<file path="config.mk">
export PLATFORM = sky130hd
export DESIGN_NAME = gpio_bank
export DESIGN_NICKNAME = d
export VERILOG_FILES = /design/src/rtl/gpio_bank_pkg.sv /design/src/rtl/gpio_debounce.sv /design/src/rtl/gpio_bank.sv
export SDC_FILE = /design/constraint.sdc
export NUM_CORES = 1
export LEC_CHECK = 0
export CORE_MARGIN = 4
export CORE_UTILIZATION = 60
export CTS_CLUSTER_SIZE = 8
export DETAILED_ROUTE_END_ITERATION = 12
export HOLD_SLACK_MARGIN = 0.03
export PLACE_DENSITY = 0.82
export SLEW_MARGIN = 0
export SYNTH_ARGS = -nofsm -noshare
export SYNTH_HDL_FRONTEND = slang
export SYNTH_SLANG_ARGS = --single-unit
</file>
<file path="constraint.sdc">
create_clock -name clk -period 3.1 [get_ports clk]
set_clock_uncertainty 0.15 [all_clocks]
set_input_delay 0.775 -clock clk [delete_from_list [all_inputs] [get_ports clk]]
set_output_delay 0.775 -clock clk [all_outputs]
set_load 0.02 [all_outputs]
</file>
<file path="src/rtl/gpio_bank_pkg.sv">
// Shared definitions for the GPIO bank: register map and counter sizing.
package gpio_bank_pkg;

   localparam int GPIO_AW = 3;
   localparam int DB_CW   = 4;

   typedef enum logic [GPIO_AW-1:0] {
      GPIO_OUT     = 3'd0,
      GPIO_DIR     = 3'd1,
      GPIO_IN      = 3'd2,
      GPIO_RISE_EN = 3'd3,
      GPIO_FALL_EN = 3'd4,
      GPIO_STATUS  = 3'd5
   } gpio_reg_e;

   // Counter width for a modulus of n, never narrower than one bit.
   function automatic int cnt_width(input int n);
      return (n <= 1) ? 1 : $clog2(n);
   endfunction

endpackage

</file>
<file path="src/rtl/gpio_debounce.sv">
// One GPIO channel: two-flop synchroniser, tick-paced debounce counter,
// debounced level and single-cycle rise/fall pulses aligned with the
// cycle in which the debounced level is seen to change.
module gpio_debounce
   import gpio_bank_pkg::*;
#(
   parameter int DB_LEN = 4
) (
   input  logic clk,
   input  logic rst,
   input  logic pin_i,
   input  logic tick_i,
   output logic level_o,
   output logic rise_o,
   output logic fall_o
);

   localparam logic [DB_CW-1:0] DB_TC = DB_CW'(DB_LEN - 1);

   logic             sync1_q;
   logic             sync2_q;
   logic             level_q;
   logic             rise_q;
   logic             fall_q;
   logic [DB_CW-1:0] cnt_q;

   // Synchronise the pad, then accept a new level after DB_LEN consecutive
   // differing ticks; any agreeing tick restarts the count.
   always_ff @(posedge clk) begin
      if (rst) begin
         sync1_q <= 1'b0;
         sync2_q <= 1'b0;
         level_q <= 1'b0;
         rise_q  <= 1'b0;
         fall_q  <= 1'b0;
         cnt_q   <= '0;
      end else begin
         sync1_q <= pin_i;
         sync2_q <= sync1_q;
         rise_q  <= 1'b0;
         fall_q  <= 1'b0;
         if (tick_i) begin
            if (sync2_q != level_q) begin
               if (cnt_q == DB_TC) begin
                  level_q <= sync2_q;
                  cnt_q   <= '0;
                  rise_q  <= sync2_q;
                  fall_q  <= ~sync2_q;
               end else begin
                  cnt_q <= cnt_q + 1'b1;
               end
            end else begin
               cnt_q <= '0;
            end
         end
      end
   end

   assign level_o = level_q;
   assign rise_o  = rise_q;
   assign fall_o  = fall_q;

endmodule

</file>
<file path="src/rtl/gpio_bank.sv">
// GPIO bank: register file on a simple valid/we bus, pad output drive,
// per-pin debounced inputs and edge-triggered sticky status with a
// registered level interrupt.
module gpio_bank
   import gpio_bank_pkg::*;
#(
   parameter int N_PINS   = 36,
   parameter int TICK_DIV = 50000,
   parameter int DB_LEN   = 4
) (
   input  logic               clk,
   input  logic               rst,
   input  logic               bus_valid,
   input  logic               bus_we,
   input  logic [GPIO_AW-1:0] bus_addr,
   input  logic [N_PINS-1:0]  bus_wdata,
   output logic [N_PINS-1:0]  bus_rdata,
   output logic               bus_rvalid,
   input  logic [N_PINS-1:0]  pin_i,
   output logic [N_PINS-1:0]  pin_o,
   output logic [N_PINS-1:0]  pin_oe,
   output logic               irq
);

   localparam int            TW      = cnt_width(TICK_DIV);
   localparam logic [TW-1:0] TICK_TC = TW'(TICK_DIV - 1);

   logic [TW-1:0]     tick_cnt_q;
   logic              tick;

   logic [N_PINS-1:0] out_q;
   logic [N_PINS-1:0] dir_q;
   logic [N_PINS-1:0] rise_en_q;
   logic [N_PINS-1:0] fall_en_q;
   logic [N_PINS-1:0] status_q;
   logic [N_PINS-1:0] status_d;
   logic [N_PINS-1:0] rdata_q;
   logic [N_PINS-1:0] rdata_d;
   logic              rvalid_q;
   logic              irq_q;

   logic [N_PINS-1:0] level;
   logic [N_PINS-1:0] rise;
   logic [N_PINS-1:0] fall;

   logic              wr_en;
   logic              rd_en;
   gpio_reg_e         reg_sel;

   assign wr_en   = bus_valid & bus_we;
   assign rd_en   = bus_valid & ~bus_we;
   assign reg_sel = gpio_reg_e'(bus_addr);

   // Free-running sample-tick divider; tick is high in the wrap cycle.
   always_ff @(posedge clk) begin
      if (rst) begin
         tick_cnt_q <= '0;
      end else if (tick) begin
         tick_cnt_q <= '0;
      end else begin
         tick_cnt_q <= tick_cnt_q + 1'b1;
      end
   end

   assign tick = (tick_cnt_q == TICK_TC);

   genvar gi;
   generate
      for (gi = 0; gi < N_PINS; gi++) begin : g_pin
         gpio_debounce #(
            .DB_LEN (DB_LEN)
         ) u_db (
            .clk     (clk),
            .rst     (rst),
            .pin_i   (pin_i[gi]),
            .tick_i  (tick),
            .level_o (level[gi]),
            .rise_o  (rise[gi]),
            .fall_o  (fall[gi])
         );
      end
   endgenerate

   // Sticky status: new enabled edges are OR-ed in after the W1C mask so a
   // coincident clear never loses an edge.
   always_comb begin
      logic [N_PINS-1:0] clr;
      clr = '0;
      if (wr_en && (reg_sel == GPIO_STATUS)) begin
         clr = bus_wdata;
      end
      status_d = (status_q & ~clr) | (rise & rise_en_q) | (fall & fall_en_q);
   end

   // Read data mux; unmapped addresses read as zero.
   always_comb begin
      rdata_d = '0;
      case (reg_sel)
         GPIO_OUT:     rdata_d = out_q;
         GPIO_DIR:     rdata_d = dir_q;
         GPIO_IN:      rdata_d = level;
         GPIO_RISE_EN: rdata_d = rise_en_q;
         GPIO_FALL_EN: rdata_d = fall_en_q;
         GPIO_STATUS:  rdata_d = status_q;
         default:      rdata_d = '0;
      endcase
   end

   // Writable registers; writes to IN and unmapped addresses fall through.
   always_ff @(posedge clk) begin
      if (rst) begin
         out_q     <= '0;
         dir_q     <= '0;
         rise_en_q <= '0;
         fall_en_q <= '0;
      end else if (wr_en) begin
         case (reg_sel)
            GPIO_OUT:     out_q     <= bus_wdata;
            GPIO_DIR:     dir_q     <= bus_wdata;
            GPIO_RISE_EN: rise_en_q <= bus_wdata;
            GPIO_FALL_EN: fall_en_q <= bus_wdata;
            default:      ;
         endcase
      end
   end

   // Status and interrupt; irq follows status by one cycle.
   always_ff @(posedge clk) begin
      if (rst) begin
         status_q <= '0;
         irq_q    <= 1'b0;
      end else begin
         status_q <= status_d;
         irq_q    <= |status_q;
      end
   end

   // Read response: strobe for one cycle after a read, data held otherwise.
   always_ff @(posedge clk) begin
      if (rst) begin
         rdata_q  <= '0;
         rvalid_q <= 1'b0;
      end else begin
         rvalid_q <= rd_en;
         if (rd_en) begin
            rdata_q <= rdata_d;
         end
      end
   end

   assign pin_o      = out_q;
   assign pin_oe     = dir_q;
   assign bus_rdata  = rdata_q;
   assign bus_rvalid = rvalid_q;
   assign irq        = irq_q;

endmodule

</file>
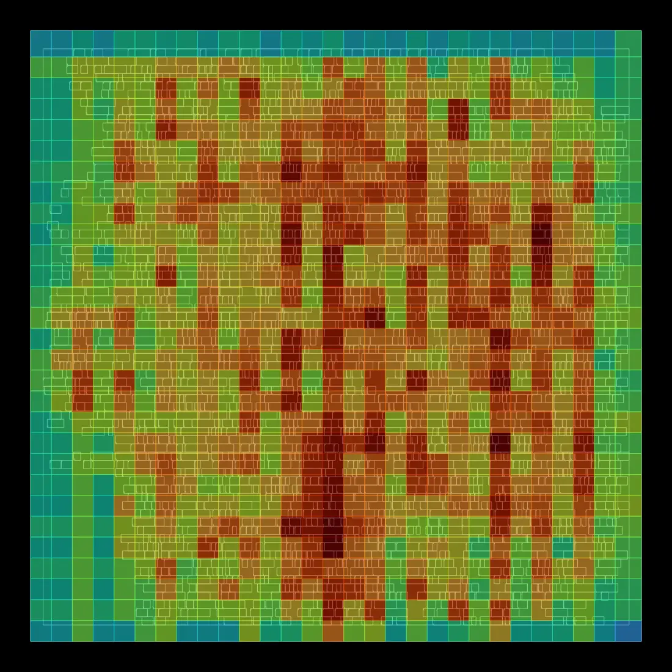
**Above:** track usage over the die.
grt met2 use: 47.2%
grt met3 use: 7.41%
Routed WL per cell: 19.9 um
M1 GR Usage: 37.8%

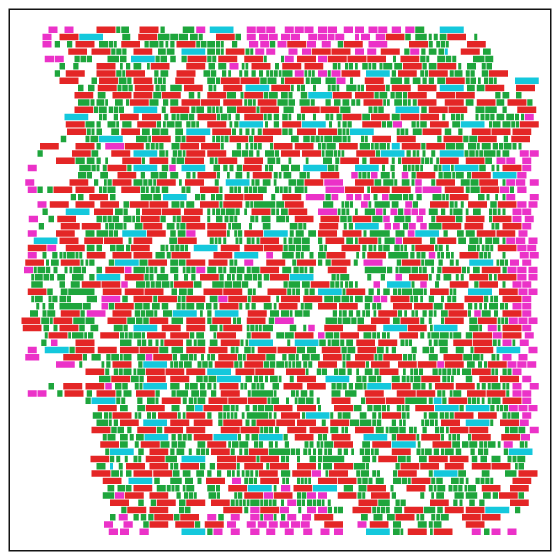
**Above:** placement by cell class.
remaining buffers and delay cells -> magenta  # cells 243, share of their area 9.3%
registers -> red  # cells 558, share of their area 42%
remaining logic cells -> green  # cells 1785, share of their area 41%
clock drivers and dummy loads -> cyan  # cells 87, share of their area 7.8%
post-route cell area: 27000 um^2
# rows: 70

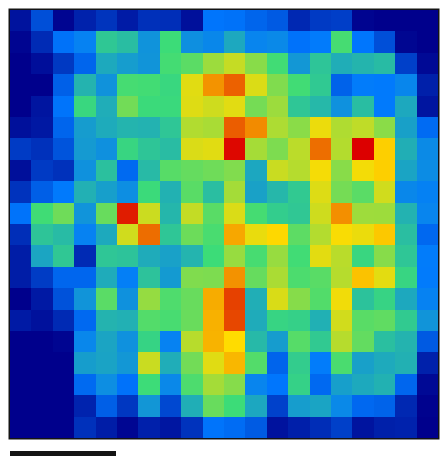
**Above:** signal metal coverage by tile.
Bar = 50 um. The die is cut into 20 by 20 equal tiles; dark blue is low, red is high, scaled to the fullest tile. Values are wire area over tile area, all layers added.
emptiest ninth of the die = lower left
tiles over half the peak = 34%
fullest tile = 0.70
nearly empty tiles = 8.3%
mean over tiles = 0.27

==> CHANGELOG.md <==
### Metrics

* Internal Power at about 12 mW
* Synth Cell Area at 22600 um^2
* Distinct lib cells used at approximately 58
* Comb power frac at about 5%
* Sink Count at between 500 and 600
* Max cap viols at 0
* Chip area line of the yosys report at between 20000 and 25000 um^2
* Top cells by area: dfxtp_1 (50%), nand2_1 (6.8%), a21oi_1 (4.4%)
* Max VDD drop at roughly 420 uV
* Inverters at 77
* Drt via density at approximately 6.2
* CTS tree: built
* Share of flip-flops with an asynchronous set or reset at 0%
* WP buf/inv at 1
* Clock root buffer: clkbuf_16
* Register-to-Register Setup Slack at ~0.78 ns
* DR pass1 iterations at 6
* Die W at 202 um
* FF-to-FF Start: tick_cnt_q[5]
* Post-route ant nets at 0
* Largest net degree at the start of global routing at slightly below 200
* Setup repair after global routing missed its margin: false
* Largest area class, layout: sequential cells
* Count leader, synth: dfxtp_1
* H-tree depth at 3
* Layout cell share with drive strength beyond 1 at a little over 8%
* Detailed placer's ending HPWL at 42200 um
* Max-slew violation count at 0
* Final-layout clock buffer total at about 83
* Data required time of the critical path at approximately 2.2 ns
* Seq pwr at roughly 7.4 mW
* DP Area at roughly 25000 um^2
* Max Clk Rate at about 0.38 GHz
* Clock slew at reported path FFs at 0.05 ns
* Type of the worst min-delay path: reg2reg
* Arr. time, crit path at approximately 1.7 ns
* WL final at approximately 63000 um
* # IOs at approximately 190
* CTS max path bufs at 3
* Endpoint type of the worst setup path: primary output
* DRC Markers at 0
* Clock group total power at approximately 7.5 mW
* Tcrit/Tclk final at 84.6%
* Sw Pwr at between 3 and 4 mW
* Max FO, Critical Path at 2
* Commonest cells in the netlist: dfxtp_1 (558), nand2_1 (409), a21oi_1 (197)
* Logic area at roughly 10000 um^2
* Die Size at 40800 um^2
* Most numerous logic cell after layout: dfxtp_1
* Commonest non-fill, non-tap cells in the layout: dfxtp_1 (558), nand2_1 (409), a21oi_1 (197)
* Late-Pin Clk Latency at 0.60 ns
* Fill cell count at approximately 2600
* Comb area share at about two fifths
* Post-layout worst setup margin at 0.476 ns
* Vias at about 20000
* Antenna violations before repair at 4
* P per Cell Area at roughly 580 nW/um^2
* Seq cells post-synth at between 500 and 600
* Flop share of the area at roughly 41%
* Lkg Pwr at around 9.6 nW
* Yosys top cell by area: dfxtp_1
* Fin crit period at approximately 2.6 ns
* Clock power frac at between 40% and 50%
* Ant diodes at 0
* Sw Share at between 20% and 30%
* Non-Clock Buffer Count at approximately 240
* Tap cells at 504
* Top Family by Delay on Critical Path: buffers and inverters
* WS Path Type: reg2out
* Reg area at between 10000 and 15000 um^2
* Post-Syn Instances at ~2500
* Setup crit end: bus_rdata[29]
* WHS Endpoint: g_pin[30].u_db.sync2_q
* Tool warnings at 32
* Biggest register: g_pin.u_db.cnt_q
* Slew headroom at 40.9%
* GPL Wtd Cong at 0.893
* Vias in the first global route at ~19000
* Worst path cell trace: clkdlybuf4s50_1
* Port Buffers at around 190
* Seq/Total Area, Yosys at between 40% and 50%
* Clk tree area frac at roughly 7.7%
* Synth top area share at 49.5%
* Place WS at ~0.21 ns
* FP Core Util at between 60% and 70%
* Outcome: finished clean
* Mapped Avg Cell Area at 9.05 um^2
* Vert. Die Dim at 202 um
* WP depth at 1
* Overall overflow remaining after global route at 0
* Placeable core area at approximately 37000 um^2
[per-stage QoR]
stage | total power, mW | hold slack (ns)
2_1_floorplan | 7.88 | 0.264
3_3_place_gp | 8.25 | 0.275
3_5_place_dp | 8.27 | 0.280
4_1_cts | 15.7 | 0.291
5_1_grt | 16.0 | 0.306
6_report | 15.6 | 0.286
[layer usage]
metal	global-route usage, %	wire [um]	up-vias
li1	-	-	9142
met1	37.8	24900	9322
met2	47.2	28900	1051
met3	7.41	6600	205
met4	13.5	2720	8
met5	0	65	-
[cell families (layout without fill, tap and decap cells)]
family          after synthesis  after routing  share of synthesized area [%]
flops                       558            558                           49.5
xor+xnor                     85             85                           3.30
mux                          56             56                           2.92
buf+inv                     225            407                           4.42
simple gates                907            907                           20.1
fa+ha+maj                    37             37                           2.05
compound gates              623            623                           17.7
Power and IR drop assume default switching activity.
